### Where the registers sit, run 1

Other sequential cells in the stronger gray, the rest of the logic in the fainter gray.
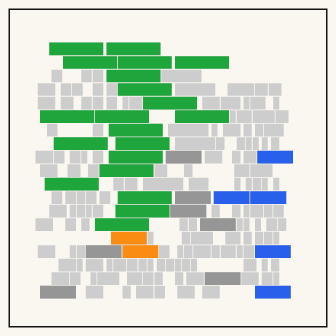
### Routing congestion, run 1

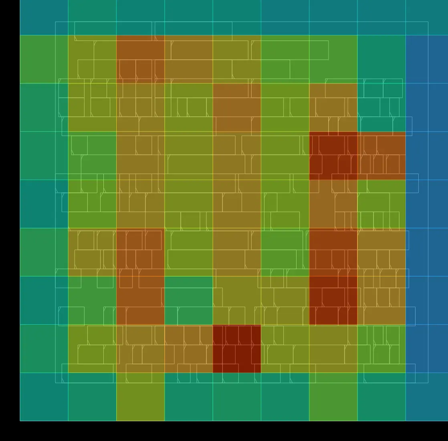
### Signal wires on met3, run 1

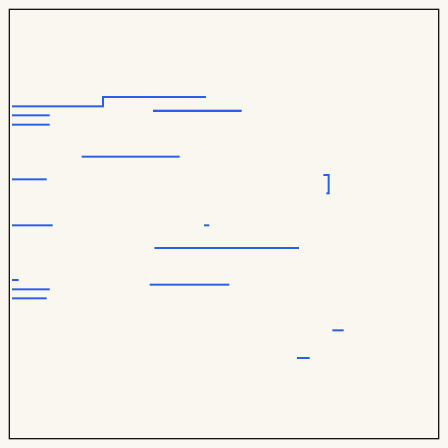
Design phase_cycle_scheduler, sky130hd; sources not shown.
==> results.rst, run 1 <==
Flow metrics
------------

.. list-table::
   :header-rows: 1

   * - Metric
     - Value
   * - Post-CTS clock slew at the launch and capture registers of the worst setup and hold paths
     - 0.10 ns
   * - Number of ports placed on the die boundary
     - 18
   * - CTS sink cnt
     - 34
   * - Antenna violations before repair
     - 0
   * - R2R Setup Slk
     - 4.03 ns
   * - WP buf/inv
     - 2
   * - Cell count of the worst reg-to-reg path
     - 11
   * - Post-layout total power
     - 348.2 uW
   * - Status
     - complete, no violations
   * - Net Switching
     - 84.47 uW
   * - Worst EP arrival
     - 1.87 ns
   * - Average vias per placed instance
     - 5.877
   * - Yosys-reported design area after synthesis
     - 0.001695 mm2
   * - Biggest cell delay along the critical path
     - 0.82 ns
   * - Distinct lib cells used
     - 40
   * - Total Die Area
     - 0.004046 mm2
   * - Count of buffers added by post-CTS timing repair for setup
     - 0
   * - Routability cong.
     - 0.7966
   * - Fraction of synthesized area in multiplexers
     - 7.897%
   * - Gate count of the mapped netlist
     - 156
   * - Critical Path Start Type
     - flop
   * - Power of the combinational group
     - 34.9 uW
   * - PnR worst setup slack
     - 3.886 ns
   * - Detailed router's first-iteration violation count
     - 99
   * - Stage-log warning count
     - 26
   * - Prevailing logic family in the synthesized netlist
     - simple AND/OR/NAND/NOR gates
   * - Simple-gate share of the synthesized area
     - 21.70%
   * - H-tree lvl count
     - 2
   * - Die extent in y
     - 63.61 um
   * - CP max-delay cell
     - sky130_fd_sc_hd__clkdlybuf4s50_1
   * - Worst path cell trace
     - nand2b_1 > inv_1 > clkdlybuf4s50_1
   * - Worst slew pin tran
     - 0.7752 ns
   * - Number of hold violations in the final report
     - 0
   * - Port bufs
     - 17
   * - Final standard cell count with taps included and fillers excluded
     - 212
   * - Hold Path Cell Cnt
     - 2
   * - Crit path DRT
     - 5.76 ns
   * - Total number of cells along the worst setup path
     - 3
   * - Share of power burned in combinational logic
     - 10.0%
   * - Total cells reported by yosys after synthesis
     - 156
   * - Antenna cell count
     - 0
   * - Number of placed instances with taps included
     - 204
   * - Max reg flops
     - 20
   * - Setup Total Neg Slack
     - 0 ns
   * - Buffer levels on the longest clock path
     - 2
   * - Final worst clock skew
     - 0.007721 ns
   * - Average wire length per cell after detail routing
     - 14.84 um
   * - Pre-CTS WS
     - 3.790 ns
   * - Internal portion of total power
     - 263.7 uW
   * - Via count of the first global-routing pass
     - 1280
   * - Yosys warns
     - 0
   * - Remaining max-slew budget at the tightest pin
     - 47.77%
   * - Sequential power share
     - 61.5%
   * - Global-route wire length before repair
     - 5.457 mm
   * - Share of the cycle needed by the critical path after routing
     - 46.02%
   * - Insertion delay of the later-clocked pin in the worst-skew pair
     - 0.33 ns
   * - Crit path capture type
     - output pin
   * - Parity-gate share of the synthesized area counting xor and xnor cells
     - 0.5166%
   * - Area fraction in full adders, half adders and majority gates
     - 2.214%
   * - DRC viols
     - 0
   * - Post-Syn Area
     - 0.001695 mm2
   * - Top Family by Delay on Critical Path
     - buffers and inverters
   * - Clock share of power
     - 28.5%
   * - Placed Area
     - 0.001904 mm2
   * - Tally of nets with antenna violations remaining after routing
     - 0
   * - Startpoint-to-endpoint class of the critical path
     - flop to output pin
   * - Switching Share
     - 24.26%
   * - Number of nets in the layout
     - 195
About 'Where the registers sit':
Key: `len` = green [sequential cells 20]; `cnt` = blue [sequential cells 5]; `state` = orange [sequential cells 2]
post-route core utilization: 70.87%
Seq power: 214 uW

About 'Routing congestion':
overall track demand over capacity in global routing: 16.95%
GR peak layer: met2

About 'Signal wires on met3':
The longest straight run is 21.2 um. 13 nets have wire on it. The layer carries 129 um of wire. The wires run mostly horizontal. The layer holds 4.1% of the routed length.
sum of routed wire length over all layers: 3.147 mm
vias after detailed routing: 1246
GR Util met3: 4.973%

-- run 1: cell type report --
class,instances,area [um2],area share (%)
Clock inverter,2,8.758,0.4481
Timing Repair Buffer,17,170.2,8.707
Inverter,9,33.78,1.729
Sequential cell,34,880.8,45.07
Buffer,2,15.01,0.7682
Clock buffer,6,41.29,2.113
Tap cell,31,38.79,1.985
Multi-Input combinational cell,111,765.7,39.18
-- run 1: layout by cell type (no fill, tap or decap), drive strengths merged, types with 2 or more instances in the layout --
cell           count
a211oi             3
a21oi              8
a31oi              3
and2              13
clkbuf             7
clkdlybuf4s50     17
clkinv             2
dfxtp             14
edfxtp            20
ha                 3
inv                9
mux4               5
nand2             10
nand2b             6
nand3              8
nor2              10
nor2b              3
nor3               7
o21ai              8
or2                4
or3                3
-- run 1: layer usage --
layer	GRT usage (%)	up-vias	share of wire, %
met3	4.973	6	4.1
met2	29.19	21	50
met5	0	-	0
met1	19.63	596	44
li1	-	623	-
met4	6.494	0	1.5
-- run 1: synth_stat cells --
cell type	count	area, um2
sky130_fd_sc_hd__mux4_2	5	112.6
sky130_fd_sc_hd__a41oi_1	1	8.760
sky130_fd_sc_hd__dfxtp_1	14	280.3
sky130_fd_sc_hd__or4_4	1	11.26
sky130_fd_sc_hd__o21ba_2	1	10.01
sky130_fd_sc_hd__or3_1	3	18.77
sky130_fd_sc_hd__ha_1	3	37.54
sky130_fd_sc_hd__o211ai_1	1	7.510
sky130_fd_sc_hd__a211oi_2	1	12.51
sky130_fd_sc_hd__a22oi_1	1	7.510
sky130_fd_sc_hd__nor3_1	7	35.03
sky130_fd_sc_hd__o311a_1	1	10.01
sky130_fd_sc_hd__edfxtp_1	20	600.6
sky130_fd_sc_hd__a211oi_1	2	15.01
sky130_fd_sc_hd__a31oi_1	3	18.77
sky130_fd_sc_hd__and4_1	1	8.760
sky130_fd_sc_hd__a21boi_0	1	7.510
sky130_fd_sc_hd__clkbuf_1	1	3.750
sky130_fd_sc_hd__and2_1	12	75.07
sky130_fd_sc_hd__mux2_2	1	11.26
sky130_fd_sc_hd__a221oi_2	1	15.01
sky130_fd_sc_hd__xor2_1	1	8.760
sky130_fd_sc_hd__nand3_1	8	40.04
sky130_fd_sc_hd__mux2i_1	1	10.01
sky130_fd_sc_hd__a21oi_1	8	40.04
sky130_fd_sc_hd__nor3b_1	1	7.510
sky130_fd_sc_hd__or2_2	4	25.02
sky130_fd_sc_hd__a22o_1	1	8.760
sky130_fd_sc_hd__nor2b_1	3	18.77
sky130_fd_sc_hd__o21ai_0	6	30.03
sky130_fd_sc_hd__and2_4	1	8.760
sky130_fd_sc_hd__nand2_1	10	37.54
sky130_fd_sc_hd__o41ai_1	1	8.760
sky130_fd_sc_hd__inv_1	9	33.78
sky130_fd_sc_hd__nand2b_1	6	37.54
sky130_fd_sc_hd__o21bai_1	1	7.510
sky130_fd_sc_hd__buf_6	1	11.26
sky130_fd_sc_hd__nor2_1	10	37.54
sky130_fd_sc_hd__o21ai_1	2	10.01
sky130_fd_sc_hd__and3_1	1	6.260
==> run 2: changes to the inputs <==
--- a/config.mk
+++ b/config.mk
@@ -7,12 +7,12 @@
 export LEC_CHECK = 0
 export CAP_MARGIN = 5
 export CORE_MARGIN = 5
-export CORE_UTILIZATION = 59
+export CORE_UTILIZATION = 50
 export CTS_CLUSTER_DIAMETER = 200
 export CTS_CLUSTER_SIZE = 10
 export DETAILED_ROUTE_END_ITERATION = 10
 export GPL_TIMING_DRIVEN = 0
-export PLACE_DENSITY = 0.82
+export PLACE_DENSITY = 0.74
 export SETUP_SLACK_MARGIN = 0.2
 export SLEW_MARGIN = 20
 export SYNTH_ARGS = -nofsm -noshare
==> constraint.sdc (replaced) <==
create_clock -name clk -period 2.8 [get_ports clk]
set_input_delay 0.56 -clock clk [delete_from_list [all_inputs] [get_ports clk]]
set_output_delay 0.56 -clock clk [all_outputs]
set_load 0.05 [all_outputs]
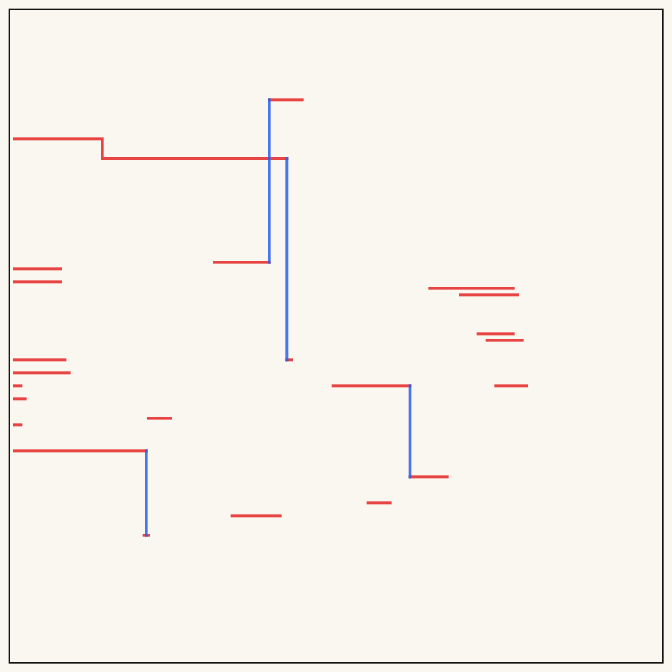
*Metal layers overlaid, run 2*
Two of the layers only.
Key: M4 = blue [wire length 56.4 um]; M3 = red [wire length 124 um]
average wire length per cell after detail routing: 14.60 um
sum of routed wire length over all layers: 3.387 mm
overall track demand over capacity in global routing: 17.43%

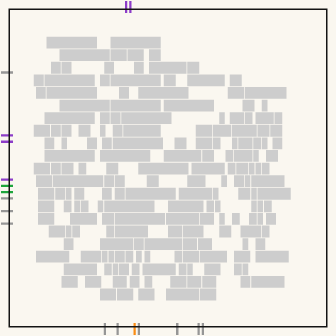
*I/O pins on the die edge, run 2*
Pins as bars across the die edge, other pins in gray.
Key: `cfg_len` = purple [pins 5, direction input, edge 3 left, 2 top]; `abort` = orange [pins 1, direction input, edge bottom]; `cfg_idx` = green [pins 2, direction input, edge left]
All pins by edge: 9 left, 7 bottom, 2 top.
port bufs: 17
Die Span X: 68.23 um

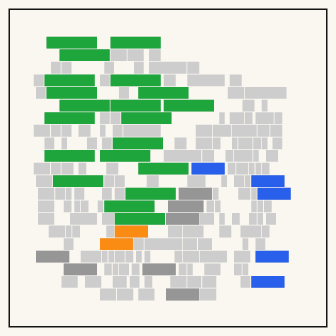
*Where the registers sit, run 2*
Other sequential cells in the stronger gray, the rest of the logic in the fainter gray.
Key: `len` = green [sequential cells 20]; `cnt` = blue [sequential cells 5, where right middle]; `state` = orange [sequential cells 2]
Another 7 sequential cells are not colored.
area taken by flip-flops and latches: 882.1 um2
post-route core utilization: 62.85%
fraction of area in registers: 42.39%
Seq power: 551 uW

==> run 2 against run 1 <==
Effect of this change: utilization down 8.0 points; non-clock buffer count up 5; cell count up 9.4%; global-route usage up 0.48 points; clock skew up 0.0044 ns; wire length up 7.6%; hold slack better by 0.0088 ns; sequential cell count unchanged; sequential power rose to 2.6 times the previous value; critical path type is now flop to flop; highest routed layer unchanged.
==> results.rst, run 2 <==
Flow metrics
------------

.. list-table::
   :header-rows: 1

   * - Metric
     - Value
   * - Startpoint-to-endpoint class of the critical path
     - flop to flop
   * - Largest cells by area after synthesis
     - sky130_fd_sc_hd__edfxtp_1, sky130_fd_sc_hd__dfxtp_1, sky130_fd_sc_hd__mux4_2, sky130_fd_sc_hd__and2_1, sky130_fd_sc_hd__a21oi_1
   * - Post-Syn Area
     - 0.001695 mm2
   * - Insertion delay of the later-clocked pin in the worst-skew pair
     - 0.33 ns
   * - CP max-delay cell
     - sky130_fd_sc_hd__mux4_2
   * - Hold buffer count at CTS
     - 0
   * - Detailed router's first-iteration violation count
     - 70
   * - Worst path cell trace
     - buf_6 > mux4_2 > inv_2 > ha_4 > inv_4 > or4_4 > a221oi_2 > and4_4 > and2_4 > a31oi_1 > a211oi_1
   * - Routability cong.
     - 0.7670
   * - EDFF count, synth
     - 20
   * - Average vias per placed instance
     - 5.681
   * - Post-CTS clock slew at the launch and capture registers of the worst setup and hold paths
     - 0.11 ns
   * - Dominant register cell in the synthesized netlist
     - sky130_fd_sc_hd__edfxtp_1
   * - Total Die Area
     - 0.004655 mm2
   * - Antenna violations before repair
     - 0
   * - FFs w/ async S/R, synth
     - 0%
   * - Number of placed instances with taps included
     - 219
   * - CTS sink cnt
     - 34
   * - Final worst clock skew
     - 0.01215 ns
   * - Most used logic cell in the final layout
     - sky130_fd_sc_hd__edfxtp_1
   * - PnR worst setup slack
     - 0.01554 ns
   * - Share of the cycle needed by the critical path after routing
     - 99.44%
   * - Remaining max-slew budget at the tightest pin
     - 48.19%
   * - Number of hold violations in the final report
     - 0
   * - Most area-hungry cell type in the Yosys netlist
     - sky130_fd_sc_hd__edfxtp_1
   * - Number of ports placed on the die boundary
     - 18
   * - Stage-log warning count
     - 29
   * - Worst EP arrival
     - 3.03 ns
   * - Hold Path Cell Cnt
     - 2
   * - Max reg flops
     - 20
   * - Area fraction of the dominant cell type after synthesis
     - 35.42%
   * - Total cells reported by yosys after synthesis
     - 156
   * - Maximum number of pins on one net before global-route repair
     - 12
   * - Buffer levels on the longest clock path
     - 2
   * - Yosys warns
     - 0
   * - Yosys-reported design area after synthesis
     - 0.001695 mm2
   * - H-tree lvl count
     - 2
   * - Gate count of the mapped netlist
     - 156
   * - Status
     - complete, no violations
   * - Antenna cell count
     - 0
   * - R2R Setup Slk
     - 0.02 ns
   * - Critical Path Start Type
     - flop
   * - Tally of nets with antenna violations remaining after routing
     - 0
   * - Pre-CTS WS
     - -0.1079 ns
   * - Setup repair after global routing missed its margin
     - yes
   * - Crit path DRT
     - 3.05 ns
   * - Sum of overflow across all layers after global routing
     - 0
   * - DRC viols
     - 0
   * - Total core area
     - 0.003311 mm2
   * - Number of nets in the layout
     - 200
   * - Vias after detailed routing
     - 1318
   * - Crit path capture type
     - flop
   * - Final standard cell count with taps included and fillers excluded
     - 232
   * - Worst Path Max Fanout
     - 5
   * - Most frequent logic cells in the routed design
     - sky130_fd_sc_hd__edfxtp_1, sky130_fd_sc_hd__clkdlybuf4s50_1, sky130_fd_sc_hd__dfxtp_1
   * - Top post-synthesis cells by count
     - sky130_fd_sc_hd__edfxtp_1, sky130_fd_sc_hd__dfxtp_1, sky130_fd_sc_hd__and2_1, sky130_fd_sc_hd__nand2_1, sky130_fd_sc_hd__nor2_1
   * - Cell count of the worst reg-to-reg path
     - 11
   * - Library cell with the highest instance count after synthesis
     - sky130_fd_sc_hd__edfxtp_1
   * - Biggest cell delay along the critical path
     - 0.52 ns
   * - Global-route wire length before repair
     - 5.913 mm
   * - Distinct lib cells used
     - 40
==> run 2: layout make-up <==
type | count | area [um2] | share of cell area, %
Sequential cell | 34 | 882.1 | 42.39
Multi-Input combinational cell | 111 | 828.3 | 39.81
Timing Repair Buffer | 22 | 207.7 | 9.982
Tap cell | 46 | 57.56 | 2.766
Clock buffer | 5 | 37.54 | 1.804
Inverter | 9 | 36.28 | 1.744
Clock inverter | 3 | 16.27 | 0.7817
Buffer | 2 | 15.01 | 0.7216
==> run 2: logic make-up after synthesis <==
logic type | Yosys count | synth area share, %
xor+xnor | 1 | 0.5167
compound gates | 32 | 12.84
flops | 34 | 51.96
fa+ha+maj | 3 | 2.214
mux | 7 | 7.897
simple gates | 68 | 21.70
buf+inv | 11 | 2.878
==> run 2: timing repair <==
action	CTS	global route
resized	9	2
setup endpoints to repair	13	13
pin swaps	8	3
buffers inserted	4	1
==> run 2: through the flow <==
step,hold WS [ns],total power [mW],setup TNS [ns],cell area (um2),utilization (%)
3_3_place_gp,0.4861,0.6509,-0.1416,1951,58.92
3_5_place_dp,0.5260,0.6556,-0.7203,1951,58.92
5_1_grt,0.5535,0.9497,-0.5572,2081,62.85
6_report,0.5215,0.9067,0,2081,62.85
4_1_cts,0.5169,0.9188,-0.01018,2064,62.36
2_1_floorplan,0.4729,0.6166,0,1723,-
==> run 2: power by group <==
| part | total, mW | leakage (nW) | internal (mW) | switching, mW |
|---|---|---|---|---|
| clock | 0.258 | 0.0286 | 0.0933 | 0.164 |
| sequential | 0.551 | 0.300 | 0.545 | 0.00572 |
| combinational | 0.0979 | 0.366 | 0.0426 | 0.0554 |
| total | 0.907 | 0.694 | 0.681 | 0.225 |
==> run 2: worst max-delay path, delay by kind of cell, from the launching register on <==
kind	cells	cell delay [ns]
and+or+nand+nor	3	0.95
muxes	1	0.52
AOI/OAI and AO/OA	3	0.49
DFF	1	0.34
buffers and inverters	3	0.23
adders and majority gates	1	0.15
==> run 2: routing by layer <==
metal,vias to the layer above,track usage [%],wire length (um)
li1,633,-,-
met1,648,20.59,1469
met2,29,29.72,1737
met3,8,4.762,124
met4,0,7.196,56
met5,-,0,0
Power and IR drop assume default switching activity.
